Fig. 1: clock network drawn from the DEF
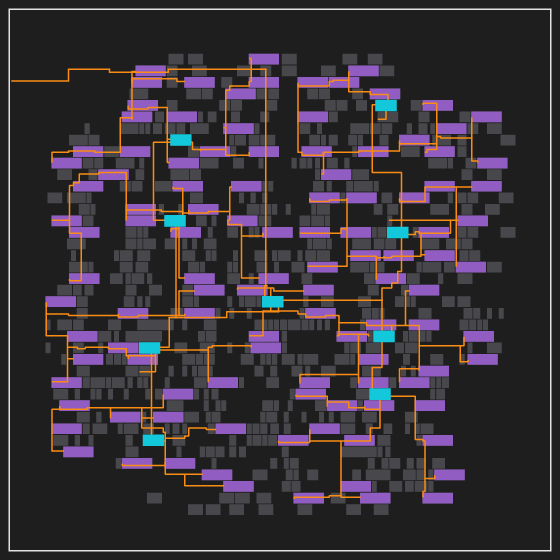
Fig. 2: track usage over the die
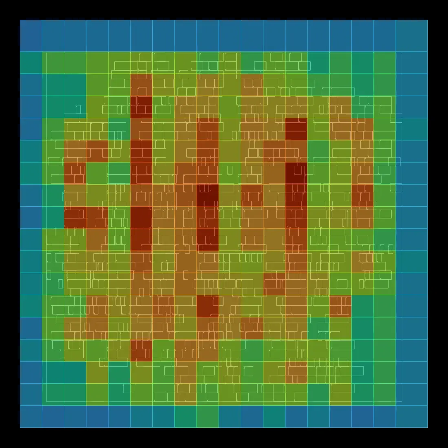
Fig. 3: where the registers sit
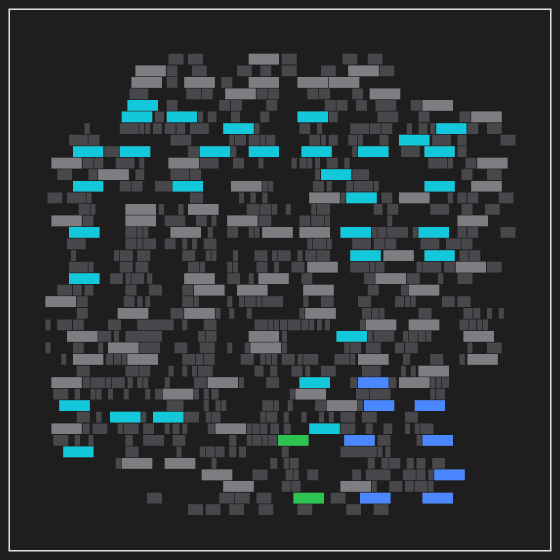
Fig. 4: I/O nets highlighted
Bar = 50 microns.
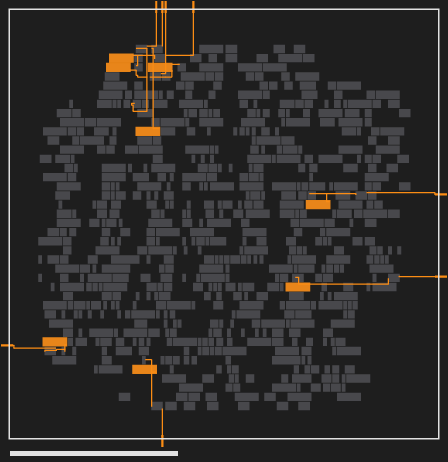
==> config.mk <==
export PLATFORM = sky130hd
export DESIGN_NAME = rs_syndrome_gen_flat
export DESIGN_NICKNAME = d
export VERILOG_FILES = /design/src/rtl/rs_pkg.sv /design/src/rtl/rs_syndrome_gen_if.sv /design/src/rtl/rs_syn_lane.sv /design/src/rtl/rs_syndrome_gen.sv /design/src/flat_wrapper.sv
export SDC_FILE = /design/constraint.sdc
export NUM_CORES = 1
export LEC_CHECK = 0
export CELL_PAD_IN_SITES_DETAIL_PLACEMENT = 0
export CELL_PAD_IN_SITES_GLOBAL_PLACEMENT = 1
export CORE_MARGIN = 8
export CORE_UTILIZATION = 40
export CTS_BUF_LIST = sky130_fd_sc_hd__clkbuf_8
export CTS_CLUSTER_SIZE = 10
export DETAILED_ROUTE_END_ITERATION = 16
export GPL_TIMING_DRIVEN = 0
export PLACE_DENSITY = 0.73
export SYNTH_ARGS = -nofsm -noshare
export SYNTH_HDL_FRONTEND = slang
export SYNTH_SLANG_ARGS = --single-unit
==> constraint.sdc <==
create_clock -name clk -period 3.91 [get_ports clk]
set_input_delay 0.9775 -clock clk [delete_from_list [all_inputs] [get_ports clk]]
set_output_delay 0.9775 -clock clk [all_outputs]
set_load 0.005 [all_outputs]
==> src/rtl/rs_pkg.sv <==
// Shared GF(2^8) definitions for the Reed-Solomon syndrome path: field constants,
// state encodings and constant-multiplier helpers that elaborate to pure XOR networks.
package rs_pkg;

    typedef logic [7:0] gf_t;

    localparam gf_t GF_POLY = 8'h1D;  // x^8+x^4+x^3+x^2+1 with the x^8 term implied
    localparam gf_t ALPHA1  = 8'h02;
    localparam gf_t ALPHA2  = 8'h04;
    localparam gf_t ALPHA3  = 8'h08;

    localparam int MAXLEN_DEFAULT = 255;
    localparam int NUM_LANES      = 4;

    typedef gf_t [NUM_LANES-1:0] syn_t;

    typedef enum logic [1:0] {
        IDLE  = 2'd0,
        ACCUM = 2'd1,
        PEND  = 2'd2
    } state_e;

    function automatic gf_t gf_xtime(gf_t x);
        return {x[6:0], 1'b0} ^ (x[7] ? GF_POLY : 8'h00);
    endfunction

    function automatic gf_t gf_alpha_pow(int unsigned p);
        gf_t c;
        case (p)
            1:       c = ALPHA1;
            2:       c = ALPHA2;
            3:       c = ALPHA3;
            default: c = 8'h01;
        endcase
        return c;
    endfunction

    // With c a constant the loop collapses to a fixed XOR network over the bits of x.
    function automatic gf_t gf_mulc(gf_t x, gf_t c);
        gf_t acc;
        gf_t t;
        acc = '0;
        t   = x;
        for (int k = 0; k < 8; k++) begin
            if (c[k]) acc = acc ^ t;
            t = gf_xtime(t);
        end
        return acc;
    endfunction

endpackage

==> src/rtl/rs_syndrome_gen_if.sv <==
// Byte-stream and resolver handshake bundle of the syndrome generator.
// The slave side is the generator; the master side is the feeder/resolver environment.
interface rs_syndrome_gen_if;
    import rs_pkg::*;

    gf_t  din;
    logic dinValid;
    logic sof;
    logic eof;
    logic rsDone;
    gf_t  si0;
    gf_t  si1;
    gf_t  si2;
    gf_t  si3;
    logic synReady;
    logic busy;
    logic ovf;
    logic lenErr;

    modport slave (
        input  din, dinValid, sof, eof, rsDone,
        output si0, si1, si2, si3, synReady, busy, ovf, lenErr
    );

    modport master (
        output din, dinValid, sof, eof, rsDone,
        input  si0, si1, si2, si3, synReady, busy, ovf, lenErr
    );

endinterface

==> src/rtl/rs_syn_lane.sv <==
// One Horner syndrome accumulator: acc <= acc*alpha^POWER ^ din, or acc <= din on load.
// nxt_o exposes the value the lane takes this cycle so a final byte can be captured at once.
module rs_syn_lane
    import rs_pkg::*;
#(
    parameter int unsigned POWER = 0
) (
    input  logic clk,
    input  logic reset,
    input  logic load_i,
    input  logic acc_en_i,
    input  gf_t  din_i,
    output gf_t  nxt_o
);

    localparam gf_t COEF = gf_alpha_pow(POWER);

    if (POWER > 3) begin : g_bad_power
        $error("rs_syn_lane: POWER must be 0..3");
    end

    gf_t acc_q;
    gf_t acc_d;

    always_comb begin
        acc_d = load_i ? din_i : (gf_mulc(acc_q, COEF) ^ din_i);
    end

    assign nxt_o = acc_d;

    // NOTE: state is updated only with non-blocking assignments so every flop samples
    // pre-edge values regardless of process ordering.
    always_ff @(posedge clk) begin
        if (reset) begin
            acc_q <= '0;
        end else if (load_i || acc_en_i) begin
            acc_q <= acc_d;
        end
    end

endmodule

==> src/rtl/rs_syndrome_gen.sv <==
// Streams RS codeword bytes through four syndrome lanes and hands S0..S3 to the resolver,
// holding one finished frame while the resolver is busy and flagging overrun / over-length.
module rs_syndrome_gen
    import rs_pkg::*;
#(
    parameter int D      = 1,  // register delay kept for delay-annotated simulation; unused in RTL
    parameter int MAXLEN = MAXLEN_DEFAULT
) (
    input  logic             clk,
    input  logic             reset,
    rs_syndrome_gen_if.slave bus
);

    if (MAXLEN < 1 || MAXLEN > 255 || D < 0) begin : g_bad_param
        $error("rs_syndrome_gen: MAXLEN must be 1..255 and D non-negative");
    end

    localparam logic [7:0] MAX_CNT = 8'(MAXLEN);

    state_e     state_q, state_d;
    logic [7:0] count_q, count_d;
    logic       pend_q, pend_d;
    syn_t       pend_syn_q, pend_syn_d;
    syn_t       si_q, si_d;
    logic       syn_ready_q, syn_ready_d;
    logic       ovf_q, ovf_d;
    logic       len_err_q, len_err_d;

    syn_t lane_nxt;
    logic lane_load;
    logic lane_en;
    logic complete;
    logic in_frame;
    logic pend_release;

    for (genvar i = 0; i < NUM_LANES; i++) begin : g_lane
        rs_syn_lane #(
            .POWER(i)
        ) u_lane (
            .clk     (clk),
            .reset   (reset),
            .load_i  (lane_load),
            .acc_en_i(lane_en),
            .din_i   (bus.din),
            .nxt_o   (lane_nxt[i])
        );
    end

    // NOTE: every signal written here gets a default first, so no path leaves one
    // unassigned and no latch is inferred.
    always_comb begin
        state_d      = state_q;
        count_d      = count_q;
        pend_d       = pend_q;
        pend_syn_d   = pend_syn_q;
        si_d         = si_q;
        syn_ready_d  = 1'b0;
        ovf_d        = 1'b0;
        len_err_d    = 1'b0;
        lane_load    = 1'b0;
        lane_en      = 1'b0;
        complete     = 1'b0;
        in_frame     = (state_q == ACCUM);
        pend_release = pend_q && bus.rsDone;

        // An sof beat restarts a frame from any state; other beats count only mid-frame.
        if (bus.dinValid && bus.sof) begin
            lane_load = 1'b1;
            count_d   = 8'd1;
            in_frame  = 1'b1;
            complete  = bus.eof;
        end else if (bus.dinValid && state_q == ACCUM) begin
            if (count_q == MAX_CNT) begin
                in_frame  = 1'b0;
                len_err_d = 1'b1;
            end else begin
                lane_en  = 1'b1;
                count_d  = count_q + 8'd1;
                complete = bus.eof;
            end
        end

        if (complete) in_frame = 1'b0;

        if (pend_release) begin
            si_d        = pend_syn_q;
            syn_ready_d = 1'b1;
            pend_d      = 1'b0;
        end

        // The held result always leaves first; a new one bypasses the pending slot only if it is empty.
        if (complete) begin
            if (bus.rsDone && !pend_q) begin
                si_d        = lane_nxt;
                syn_ready_d = 1'b1;
            end else begin
                pend_syn_d = lane_nxt;
                pend_d     = 1'b1;
                ovf_d      = pend_q && !bus.rsDone;
            end
        end

        if (in_frame)    state_d = ACCUM;
        else if (pend_d) state_d = PEND;
        else             state_d = IDLE;
    end

    always_ff @(posedge clk) begin
        if (reset) begin
            state_q     <= IDLE;
            count_q     <= '0;
            pend_q      <= 1'b0;
            pend_syn_q  <= '0;
            si_q        <= '0;
            syn_ready_q <= 1'b0;
            ovf_q       <= 1'b0;
            len_err_q   <= 1'b0;
        end else begin
            state_q     <= state_d;
            count_q     <= count_d;
            pend_q      <= pend_d;
            pend_syn_q  <= pend_syn_d;
            si_q        <= si_d;
            syn_ready_q <= syn_ready_d;
            ovf_q       <= ovf_d;
            len_err_q   <= len_err_d;
        end
    end

    assign bus.si0      = si_q[0];
    assign bus.si1      = si_q[1];
    assign bus.si2      = si_q[2];
    assign bus.si3      = si_q[3];
    assign bus.synReady = syn_ready_q;
    assign bus.ovf      = ovf_q;
    assign bus.lenErr   = len_err_q;
    assign bus.busy     = (state_q != IDLE) || pend_q;

endmodule

==> src/flat_wrapper.sv <==
// flat-port wrapper written by rule: the top's interface ports become plain ports
module rs_syndrome_gen_flat import rs_pkg::*;
#(
    parameter int D      = 1,                                                                      
    parameter int MAXLEN = MAXLEN_DEFAULT
)
  (clk, reset, bus_din, bus_dinValid, bus_sof, bus_eof, bus_rsDone, bus_si0, bus_si1, bus_si2, bus_si3, bus_synReady, bus_busy, bus_ovf, bus_lenErr);
  rs_syndrome_gen_if bus_i ();
  input  logic clk;
  input  logic reset;
  input wire logic [$bits(bus_i.din)-1:0] bus_din;
  input wire logic [$bits(bus_i.dinValid)-1:0] bus_dinValid;
  input wire logic [$bits(bus_i.sof)-1:0] bus_sof;
  input wire logic [$bits(bus_i.eof)-1:0] bus_eof;
  input wire logic [$bits(bus_i.rsDone)-1:0] bus_rsDone;
  output wire logic [$bits(bus_i.si0)-1:0] bus_si0;
  output wire logic [$bits(bus_i.si1)-1:0] bus_si1;
  output wire logic [$bits(bus_i.si2)-1:0] bus_si2;
  output wire logic [$bits(bus_i.si3)-1:0] bus_si3;
  output wire logic [$bits(bus_i.synReady)-1:0] bus_synReady;
  output wire logic [$bits(bus_i.busy)-1:0] bus_busy;
  output wire logic [$bits(bus_i.ovf)-1:0] bus_ovf;
  output wire logic [$bits(bus_i.lenErr)-1:0] bus_lenErr;
  assign bus_i.din = bus_din;
  assign bus_i.dinValid = bus_dinValid;
  assign bus_i.sof = bus_sof;
  assign bus_i.eof = bus_eof;
  assign bus_i.rsDone = bus_rsDone;
  assign bus_si0 = bus_i.si0;
  assign bus_si1 = bus_i.si1;
  assign bus_si2 = bus_i.si2;
  assign bus_si3 = bus_i.si3;
  assign bus_synReady = bus_i.synReady;
  assign bus_busy = bus_i.busy;
  assign bus_ovf = bus_i.ovf;
  assign bus_lenErr = bus_i.lenErr;
  rs_syndrome_gen #(.D(D), .MAXLEN(MAXLEN)) u_core (.clk(clk), .reset(reset), .bus(bus_i));
endmodule
==> GITHUB_STEP_SUMMARY <==
## Synthesis and layout report

| Metric | Value |
|---|---|
| Cell count after synthesis | `approximately 550` |
| Crit path DAT | `about 2.2 ns` |
| Layout cells sized above 1 | `under 10%` |
| Biggest cell delay along the critical path | `0.49 ns` |
| Floorplan core density | `41.0%` |
| Worst slew pin tran | `about 0.74 ns` |
| Simple Share, Synth | `between 15 and 20%` |
| FP Rows | `roughly 40` |
| Post-CTS setup buffer count | `0` |
| Max VDD drop | `0.211 mV` |
| Max Buffers Root-to-Sink | `2` |
| Min cycle time layout | `~3.1 ns` |
| Total wire length | `around 14000 microns` |
| Inverters | `1` |
| PnR worst setup slack | `~0.8 ns` |
| Number of remaining DRC errors | `0` |
| Clk cell area share | `2.95%` |
| Warnings, synthesis | `0` |
| Number of clock buffers in the layout | `10` |
| Endpoints failing setup | `0` |
| Number of logic gates | `roughly 380` |
| Mux frac, synth | `about 2.6%` |
| WP depth | `4` |
| Total track usage | `roughly 17%` |
| Dominant flop cell | `dfxtp_1` |
| Critical Path End Type | `output port` |
| Worst hold path startpoint | `u_core.bus.si2[3]` |
| CP Max Fanout | `10` |
| XOR Share, Synth | `under 10%` |
| Number of diodes | `0` |
| Worst R2R Path Depth | `7` |
| Placed cells | `around 760` |
| Final tally of hold violations | `0` |
| Reg power frac | `54.8%` |
| Vias per cell | `~5.3` |
| Yosys top cell by area | `dfxtp_1` |
| Flop2flop setup slack | `approximately 1.5 ns` |
| Die y size | `127 microns` |
| Max layer used | `met4` |
| Max cap viols | `0` |
| Seq/Total Area, Yosys | `44.5%` |
| Synth async-reset ratio | `0%` |
| CTS clk-pin slew, worst paths | `0.09 ns` |
| FF/Latch Area | `between 2000 and 2500 sq um` |
| Outcome | `finished, final reports clean` |
| Count of cell types in the netlist | `36` |
| Pre-CTS WS | `~0.37 ns` |
| Clk. pwr | `about 640 uW` |
| CP max-delay cell | `clkdlybuf4s50_1` |
| Clock Root Buffer | `clkbuf_8` |
| FILL cells | `1197` |
| Top Layout Cells | `dfxtp_1 (110), nor2_1 (88), a211oi_1 (76), clkbuf_1 (46), clkdlybuf4s50_1 (41)` |
| Final Wtd Congestion | `roughly 0.8` |
| EDFF count, synth | `0` |
| Sw Share | `slightly below 30%` |
| Iter 0 DRT Violations | `about 240` |
| Core area | `roughly 12000 sq um` |
| Layout Skew | `~0.011 ns` |
| N_taps | `between 150 and 200` |
| Combinational gate power | `356 uW` |
| Final Cell Area | `~5700 sq um` |
| Top logic family | `AND-OR/OR-AND gates` |
| Final core utilization | `47.6%` |
| Largest power group | `registers` |
| Non-clock buffers | `~95` |
| YS chip area | `just under 5000 sq um` |
| Biggest registers after layout | `u_core.g_lane.u_lane.acc_q (32), u_core.pend_syn_q (32)` |
| First-pass GRT wire length | `22000 microns` |
| Setup TNS | `0 ns` |
| Tot Pwr | `2200 uW` |
| WHS | `~0.50 ns` |
| Worst path bufs/invs | `3` |
| Logic area | `2510 sq um` |
| I/O pin cnt | `roughly 50` |
| CTS H-Tree Depth | `3` |
| CP Cell Sequence | `clkbuf_1, clkbuf_1, or3_1, clkdlybuf4s50_1` |
| Crit path top cell by count | `clkbuf_1` |
| GRT Max-Usage Layer | `met2` |
| RSZ-0062 raised after global routing | `no` |
| Max-area cell share | `44.5%` |
| Multi-input gate share of total cell area | `43.7%` |
| Final nets | `613` |
| Largest cells by area after synthesis | `dfxtp_1 (45%), a211oi_1 (12%), xor2_1 (6.7%)` |
| Worst hold path type | `flip-flop to flip-flop` |
| RR Startpoint | `u_core.count_q[0]` |
| Final Cycle Share | `between 70% and 80%` |
| Area Growth Syn to Fin | `16.0%` |
| Top class by area | `combinational gates` |
| WL met3 | `around 670 microns` |
| Crit path from | `u_core.pend_q` |
| Clock latency on the worst-skew pair | `0.38 ns` |
| Number of clock sinks | `around 110` |
| GRT overflow | `0` |
| Fmax | `around 320 MHz` |
| Cts hold-fix bufs | `0` |
| Largest net degree at the start of global routing | `17` |
| Vias in the first global route | `between 3000 and 4000` |
-- Fig. 1 (at the start) --
Orange marks clock wires, length 1460 microns. Purple marks flip-flops, count 110. Cyan marks clock drivers, count 9.
Position of the flops: all over the die. There are 10 routed clock nets.

-- Fig. 2 (at the start) --
WL per Instance: 18.2 microns
global-route track usage on met1: 23.4%
met2 Use GR: 27.8%

-- Fig. 3 (at the start) --
Cyan marks u_core.pend_syn_q, sequential cells 32. Green marks u_core.state_q, sequential cells 2. Blue marks u_core.count_q, sequential cells 8, where bottom right.
Another 68 sequential cells are not coloured.

-- Fig. 4 (at the start) --
Orange marks bus_si2, bits 8, direction output, edge 4 top, 2 right, 1 bottom, 1 left, end cells 8, buffers 8, wire 279 microns.

Power and IR drop assume default switching activity.
